File: src/rtl/escalonador_processos_if.sv
// Command and selection bus between the process scheduler and its clients
// (process creation, context save, halt detection and program counter).
interface escalonador_processos_if;
    logic        criarProc;
    logic [4:0]  indiceCriar;
    logic [15:0] PCInicial;
    logic        salvarContexto;
    logic [4:0]  indiceSalvar;
    logic [15:0] PCSalvo;
    logic        finalizarProc;
    logic [4:0]  indiceFinalizar;
    logic        escalonar;
    logic [4:0]  indiceProxProc;
    logic [15:0] PCProxProc;
    logic        proxValido;
    logic        ocupado;
    logic [4:0]  numProcAtivos;

    modport master (
        output criarProc, indiceCriar, PCInicial,
        output salvarContexto, indiceSalvar, PCSalvo,
        output finalizarProc, indiceFinalizar, escalonar,
        input  indiceProxProc, PCProxProc, proxValido, ocupado, numProcAtivos
    );

    modport slave (
        input  criarProc, indiceCriar, PCInicial,
        input  salvarContexto, indiceSalvar, PCSalvo,
        input  finalizarProc, indiceFinalizar, escalonar,
        output indiceProxProc, PCProxProc, proxValido, ocupado, numProcAtivos
    );
endinterface

File: src/rtl/escalonador_processos.sv
// Round-robin process scheduler: process table (valid bit + saved PC per slot)
// and a one-slot-per-cycle search FSM that picks the next valid process after the last one.
module escalonador_processos #(
    parameter int unsigned NUM_PROC = 8
) (
    input  logic                    clock,
    input  logic                    reset,
    escalonador_processos_if.slave  bus
);

    typedef enum logic [1:0] {OCIOSO, BUSCA, PRONTO} estado_t;

    localparam logic [4:0] ULTIMO_SLOT = 5'(NUM_PROC - 1);
    localparam logic [4:0] MAX_EXAM    = 5'(NUM_PROC - 2);

    logic [NUM_PROC-1:1] valido;
    logic [15:0]         pc [1:NUM_PROC-1];

    estado_t     estado;
    logic [4:0]  ponteiro;
    logic [4:0]  ultimo;
    logic [4:0]  examinados;
    logic [4:0]  indice_q;
    logic [15:0] pc_q;
    logic        valido_q;
    logic        ocupado_q;

    logic        sel_valido;
    logic [15:0] sel_pc;
    logic [4:0]  ativos;

    // Slot 0 belongs to the OS and is skipped when wrapping.
    function automatic logic [4:0] proximo(input logic [4:0] p);
        return (p >= ULTIMO_SLOT) ? 5'd1 : p + 5'd1;
    endfunction

    // Same-slot priority: finalizar > salvar > criar. A save to an empty slot
    // has no effect, so a create in that cycle still takes place.
    always_ff @(posedge clock or negedge reset) begin
        if (!reset) begin
            valido <= '0;
            for (int unsigned i = 1; i < NUM_PROC; i++) begin
                pc[i] <= '0;
            end
        end else begin
            for (int unsigned i = 1; i < NUM_PROC; i++) begin
                if (bus.finalizarProc && bus.indiceFinalizar == 5'(i)) begin
                    valido[i] <= 1'b0;
                end else if (bus.salvarContexto && bus.indiceSalvar == 5'(i) && valido[i]) begin
                    pc[i] <= bus.PCSalvo;
                end else if (bus.criarProc && bus.indiceCriar == 5'(i)) begin
                    valido[i] <= 1'b1;
                    pc[i]     <= bus.PCInicial;
                end
            end
        end
    end

    always_comb begin
        sel_valido = 1'b0;
        sel_pc     = '0;
        ativos     = '0;
        for (int unsigned i = 1; i < NUM_PROC; i++) begin
            if (ponteiro == 5'(i)) begin
                sel_valido = valido[i];
                sel_pc     = pc[i];
            end
            ativos = ativos + 5'(valido[i]);
        end
    end

    always_ff @(posedge clock or negedge reset) begin
        if (!reset) begin
            estado     <= OCIOSO;
            ponteiro   <= '0;
            ultimo     <= '0;
            examinados <= '0;
            indice_q   <= '0;
            pc_q       <= '0;
            valido_q   <= 1'b0;
            ocupado_q  <= 1'b0;
        end else begin
            case (estado)
                OCIOSO: begin
                    if (bus.escalonar) begin
                        estado     <= BUSCA;
                        ponteiro   <= proximo(ultimo);
                        examinados <= '0;
                        valido_q   <= 1'b0;
                        ocupado_q  <= 1'b1;
                    end
                end
                BUSCA: begin
                    if (sel_valido) begin
                        estado    <= PRONTO;
                        indice_q  <= ponteiro;
                        pc_q      <= sel_pc;
                        ultimo    <= ponteiro;
                        valido_q  <= 1'b1;
                        ocupado_q <= 1'b0;
                    end else if (examinados == MAX_EXAM) begin
                        estado    <= OCIOSO;
                        indice_q  <= '0;
                        pc_q      <= '0;
                        valido_q  <= 1'b0;
                        ocupado_q <= 1'b0;
                    end else begin
                        ponteiro   <= proximo(ponteiro);
                        examinados <= examinados + 5'd1;
                    end
                end
                PRONTO: begin
                    if (bus.escalonar) begin
                        estado     <= BUSCA;
                        ponteiro   <= proximo(ultimo);
                        examinados <= '0;
                        valido_q   <= 1'b0;
                        ocupado_q  <= 1'b1;
                    end else if (bus.finalizarProc && bus.indiceFinalizar == indice_q) begin
                        estado   <= OCIOSO;
                        valido_q <= 1'b0;
                    end else if (bus.salvarContexto && bus.indiceSalvar == indice_q) begin
                        pc_q <= bus.PCSalvo;
                    end
                end
                default: estado <= OCIOSO;
            endcase
        end
    end

    assign bus.indiceProxProc = indice_q;
    assign bus.PCProxProc     = pc_q;
    assign bus.proxValido     = valido_q;
    assign bus.ocupado        = ocupado_q;
    assign bus.numProcAtivos  = ativos;

endmodule

File: src/flat_wrapper.sv
// flat-port wrapper written by rule: the top's interface ports become plain ports
module escalonador_processos_flat 
#(
    parameter int unsigned NUM_PROC = 8
)
  (clock, reset, bus_criarProc, bus_indiceCriar, bus_PCInicial, bus_salvarContexto, bus_indiceSalvar, bus_PCSalvo, bus_finalizarProc, bus_indiceFinalizar, bus_escalonar, bus_indiceProxProc, bus_PCProxProc, bus_proxValido, bus_ocupado, bus_numProcAtivos);
  escalonador_processos_if bus_i ();
  input  logic clock;
  input  logic reset;
  input wire logic [$bits(bus_i.criarProc)-1:0] bus_criarProc;
  input wire logic [$bits(bus_i.indiceCriar)-1:0] bus_indiceCriar;
  input wire logic [$bits(bus_i.PCInicial)-1:0] bus_PCInicial;
  input wire logic [$bits(bus_i.salvarContexto)-1:0] bus_salvarContexto;
  input wire logic [$bits(bus_i.indiceSalvar)-1:0] bus_indiceSalvar;
  input wire logic [$bits(bus_i.PCSalvo)-1:0] bus_PCSalvo;
  input wire logic [$bits(bus_i.finalizarProc)-1:0] bus_finalizarProc;
  input wire logic [$bits(bus_i.indiceFinalizar)-1:0] bus_indiceFinalizar;
  input wire logic [$bits(bus_i.escalonar)-1:0] bus_escalonar;
  output wire logic [$bits(bus_i.indiceProxProc)-1:0] bus_indiceProxProc;
  output wire logic [$bits(bus_i.PCProxProc)-1:0] bus_PCProxProc;
  output wire logic [$bits(bus_i.proxValido)-1:0] bus_proxValido;
  output wire logic [$bits(bus_i.ocupado)-1:0] bus_ocupado;
  output wire logic [$bits(bus_i.numProcAtivos)-1:0] bus_numProcAtivos;
  assign bus_i.criarProc = bus_criarProc;
  assign bus_i.indiceCriar = bus_indiceCriar;
  assign bus_i.PCInicial = bus_PCInicial;
  assign bus_i.salvarContexto = bus_salvarContexto;
  assign bus_i.indiceSalvar = bus_indiceSalvar;
  assign bus_i.PCSalvo = bus_PCSalvo;
  assign bus_i.finalizarProc = bus_finalizarProc;
  assign bus_i.indiceFinalizar = bus_indiceFinalizar;
  assign bus_i.escalonar = bus_escalonar;
  assign bus_indiceProxProc = bus_i.indiceProxProc;
  assign bus_PCProxProc = bus_i.PCProxProc;
  assign bus_proxValido = bus_i.proxValido;
  assign bus_ocupado = bus_i.ocupado;
  assign bus_numProcAtivos = bus_i.numProcAtivos;
  escalonador_processos #(.NUM_PROC(NUM_PROC)) u_core (.clock(clock), .reset(reset), .bus(bus_i));
endmodule
File: config.mk
export PLATFORM = sky130hd
export DESIGN_NAME = escalonador_processos_flat
export DESIGN_NICKNAME = d
export VERILOG_FILES = /design/src/rtl/escalonador_processos_if.sv /design/src/rtl/escalonador_processos.sv /design/src/flat_wrapper.sv
export SDC_FILE = /design/constraint.sdc
export NUM_CORES = 1
export LEC_CHECK = 0
export ABC_CLOCK_PERIOD_IN_PS = 8800
export CAP_MARGIN = 20
export CORE_MARGIN = 1.5
export CORE_UTILIZATION = 65
export CTS_BUF_LIST = sky130_fd_sc_hd__clkbuf_8
export CTS_CLUSTER_SIZE = 30
export DETAILED_ROUTE_END_ITERATION = 16
export GPL_TIMING_DRIVEN = 0
export HOLD_SLACK_MARGIN = 0.1
export PLACE_DENSITY = 0.89
export REMOVE_ABC_BUFFERS = 1
export SYNTH_ARGS = -nofsm -noshare
export SYNTH_HDL_FRONTEND = slang
export SYNTH_SLANG_ARGS = --single-unit
export TNS_END_PERCENT = 30
File: constraint.sdc
create_clock -name clock -period 8.8 [get_ports clock]
set_clock_uncertainty 0.1 [all_clocks]
set_input_delay 1.32 -clock clock [delete_from_list [all_inputs] [get_ports clock]]
set_output_delay 1.32 -clock clock [all_outputs]
set_load 0.03 [all_outputs]
Fig. 1: gate families picked out
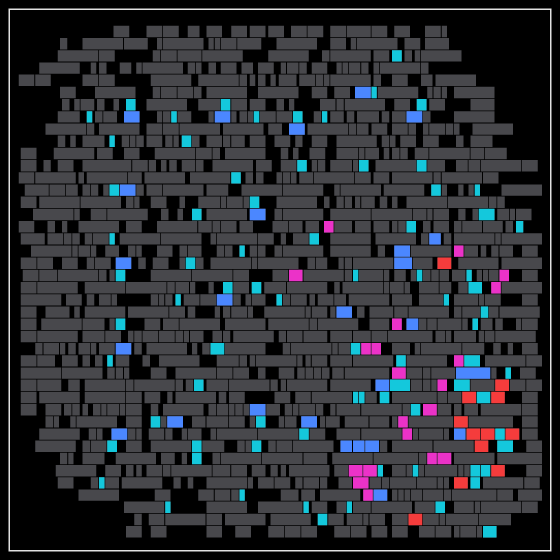
legend:
  magenta:
    family: AND and OR gates
    cells: 20
  red:
    family: XOR/XNOR gates
    cells: 12
    where: south-east
  blue:
    family: AND-OR and OR-AND gates
    cells: 26
  cyan:
    family: NOR gates
    cells: 77
    where: widely spread

Fig. 2: register map, names as in the netlist
Bar = 20 microns.
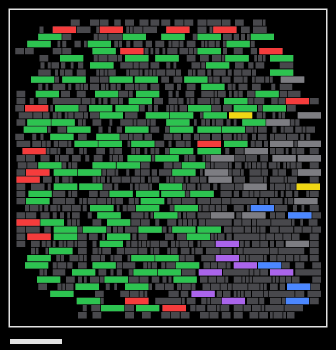
legend:
  purple:
    netlist_name: `u_core.valido`
    flops: 7
  blue:
    netlist_name: `u_core.bus.indiceProxProc`
    flops: 5
    where: south-east
  red:
    netlist_name: `u_core.bus.PCProxProc`
    flops: 16
    where: widely spread
  yellow:
    netlist_name: `u_core.estado`
    flops: 2
  green:
    netlist_name: `u_core.pc`
    flops: 112
not coloured: 17

Fig. 3: M2 wires
Bar = 20 microns.
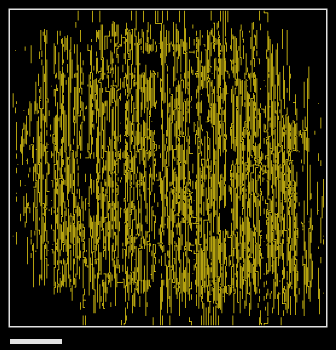
share of all routed wire: 47%
wire length on this layer: 12200 microns
longest straight run: 65.3 microns

Fig. 4: routing congestion map
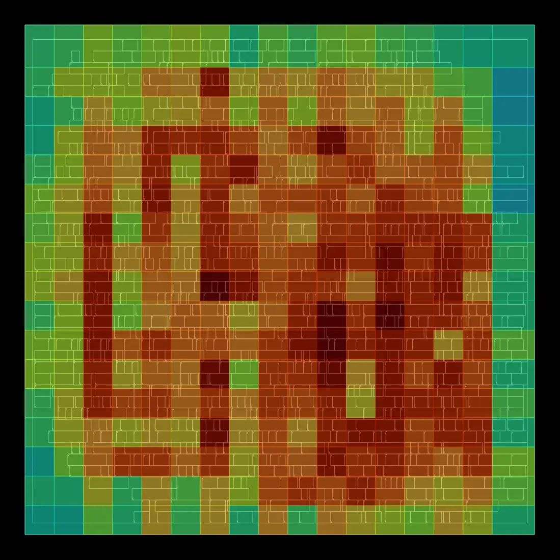
final core occ: 78.2%
All-Layer GR Usage: 36.2%
met3 Use GR: 9.39%

Fig. 5: metal 3
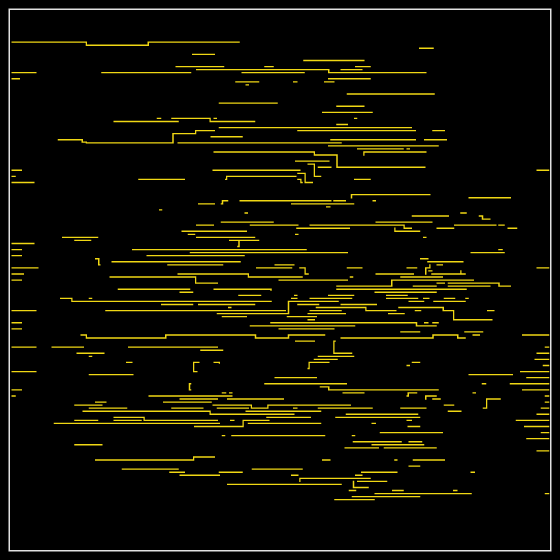
share of all routed wire: 10%
main direction: horizontal
wire length on this layer: 2640 microns
nets with wire on the layer: 163

==> results.sh <==
# physical design summary
export IMPL_area_leaders="dfrtp_1, mux2i_1, o21ai_0"
export IMPL_worstReg2RegEnd="u_core.bus.PCProxProc[4]"
export IMPL_finalMaxSlewViolations=0
export IMPL_gp_congestion=0.848
export IMPL_ff_type="dfrtp_1"
export IMPL_reg2reg_slack_ns=5.06
export IMPL_logic_family="AND-OR/OR-AND gates"
export IMPL_finalCritPeriodShare_pct=58.2
export IMPL_status="complete, no violations"
export IMPL_simple_gate_share_pct=13.1
export IMPL_warnings=31
export IMPL_crit_path_start_kind="flip-flop"
export IMPL_ys_sh_adder_pct=2.21
export IMPL_cap_violations=0
export IMPL_critical_path_class="reg -> out"
export IMPL_dp_cells=1113
export IMPL_seq_cells=159
export IMPL_hold_path_endpoint="u_core.pc[69]"
export IMPL_power_leakage_nw=4.83
export IMPL_clockRootBuffer="clkbuf_8"
export IMPL_inverters_excl_clock=27
export IMPL_antenna_found_initial=0
export IMPL_synth_cell_types=66
export IMPL_pin_count=81
export IMPL_fin_crit_ns=5.12
export IMPL_crit_end="bus_numProcAtivos[2]"
export IMPL_logic_area_sq_um=4570
export IMPL_synth_avg_cell_area_sq_um=9.75
export IMPL_p_int_mw=1.78
export IMPL_post_dp_hpwl_microns=16200
export IMPL_power_leader="combinational logic"
export IMPL_syn_inst=919
export IMPL_worstPathCellList="ha_1 > inv_1 > fa_1 > fa_1 > inv_1 > ha_1 > inv_1 > fa_1 > xnor2_1 > clkdlybuf4s50_1"
export IMPL_routed_wl_microns=25800
export IMPL_worstRegToRegCells=7
export IMPL_cts_tree="built"
export IMPL_cts_sinks=159
export IMPL_yosys_top_cells_count="dfrtp_1, o21ai_0, nand2_1, mux2i_1, clkbuf_1"
export IMPL_holdCritPathClass="reg -> reg"
export IMPL_share_comb_of_total_power_pct=46.9
export IMPL_grt_pass1_vias=7769
export IMPL_htreeDepth=4
export IMPL_slowest_delay_ns=0.68
export IMPL_nWellTaps=176
export IMPL_vias=7745
export IMPL_n_fill_cell=849
export IMPL_p_seq_mw=1.07
export IMPL_yosysTopAreaCell="dfrtp_1"
export IMPL_fin_nets=1026
export IMPL_hold_slack_ns=0.383
export IMPL_cp_slowest_cell="clkdlybuf4s50_1"
export IMPL_worst_slew_pin_slew_ns=1.09
export IMPL_routedWlPerCell_microns=22.4
export IMPL_dieArea_sq_um=14500
export IMPL_yosys_area_share_aoi_pct=18.7
export IMPL_end_kind="output port"
export IMPL_synthArstFlopShare_pct=100
export IMPL_pwr_share_seq_pct=35.1
export IMPL_switching_power_mw=1.27
export IMPL_viasPerCell=6.75
export IMPL_ys_warn_count=0
export IMPL_lay_top_count="dfrtp_1"
export IMPL_report_power_total_mw=3.05
export IMPL_dr_pass1_iters=9
export IMPL_cp_startpoint="u_core.valido[1]"
export IMPL_cts_clk_slew_worst_paths_ns=0.08
export IMPL_num_antenna_cells=0
export IMPL_dpl_worst_slack_ns=3.79
export IMPL_ir_worst_vdd_v=0.000194
state kept, by name, indices dropped and copies added, names as in the netlist:
name                       count
u_core.estado                  2
u_core.ponteiro                5
u_core.ultimo                  5
u_core.valido                  7
u_core.pc                    112
u_core.bus.PCProxProc         16
u_core.examinados              5
u_core.bus.indiceProxProc      5
u_core.bus.ocupado             1
u_core.bus.proxValido          1
through the flow:
step | TNS, ns | area, sq um
finish | 0 | 10400
detailed placement | 0 | 9990
global route | 0 | 10400
floorplan | 0 | 8620
CTS | 0 | 10400
global placement | -30.06 | 9630
layer usage:
| layer | track usage, % | share of wire [%] |
|---|---|---|
| met1 | 46.8 | 38 |
| met5 | 0 | 0 |
| met2 | 57.1 | 47 |
| met4 | 17.6 | 4.4 |
| met3 | 9.39 | 10 |
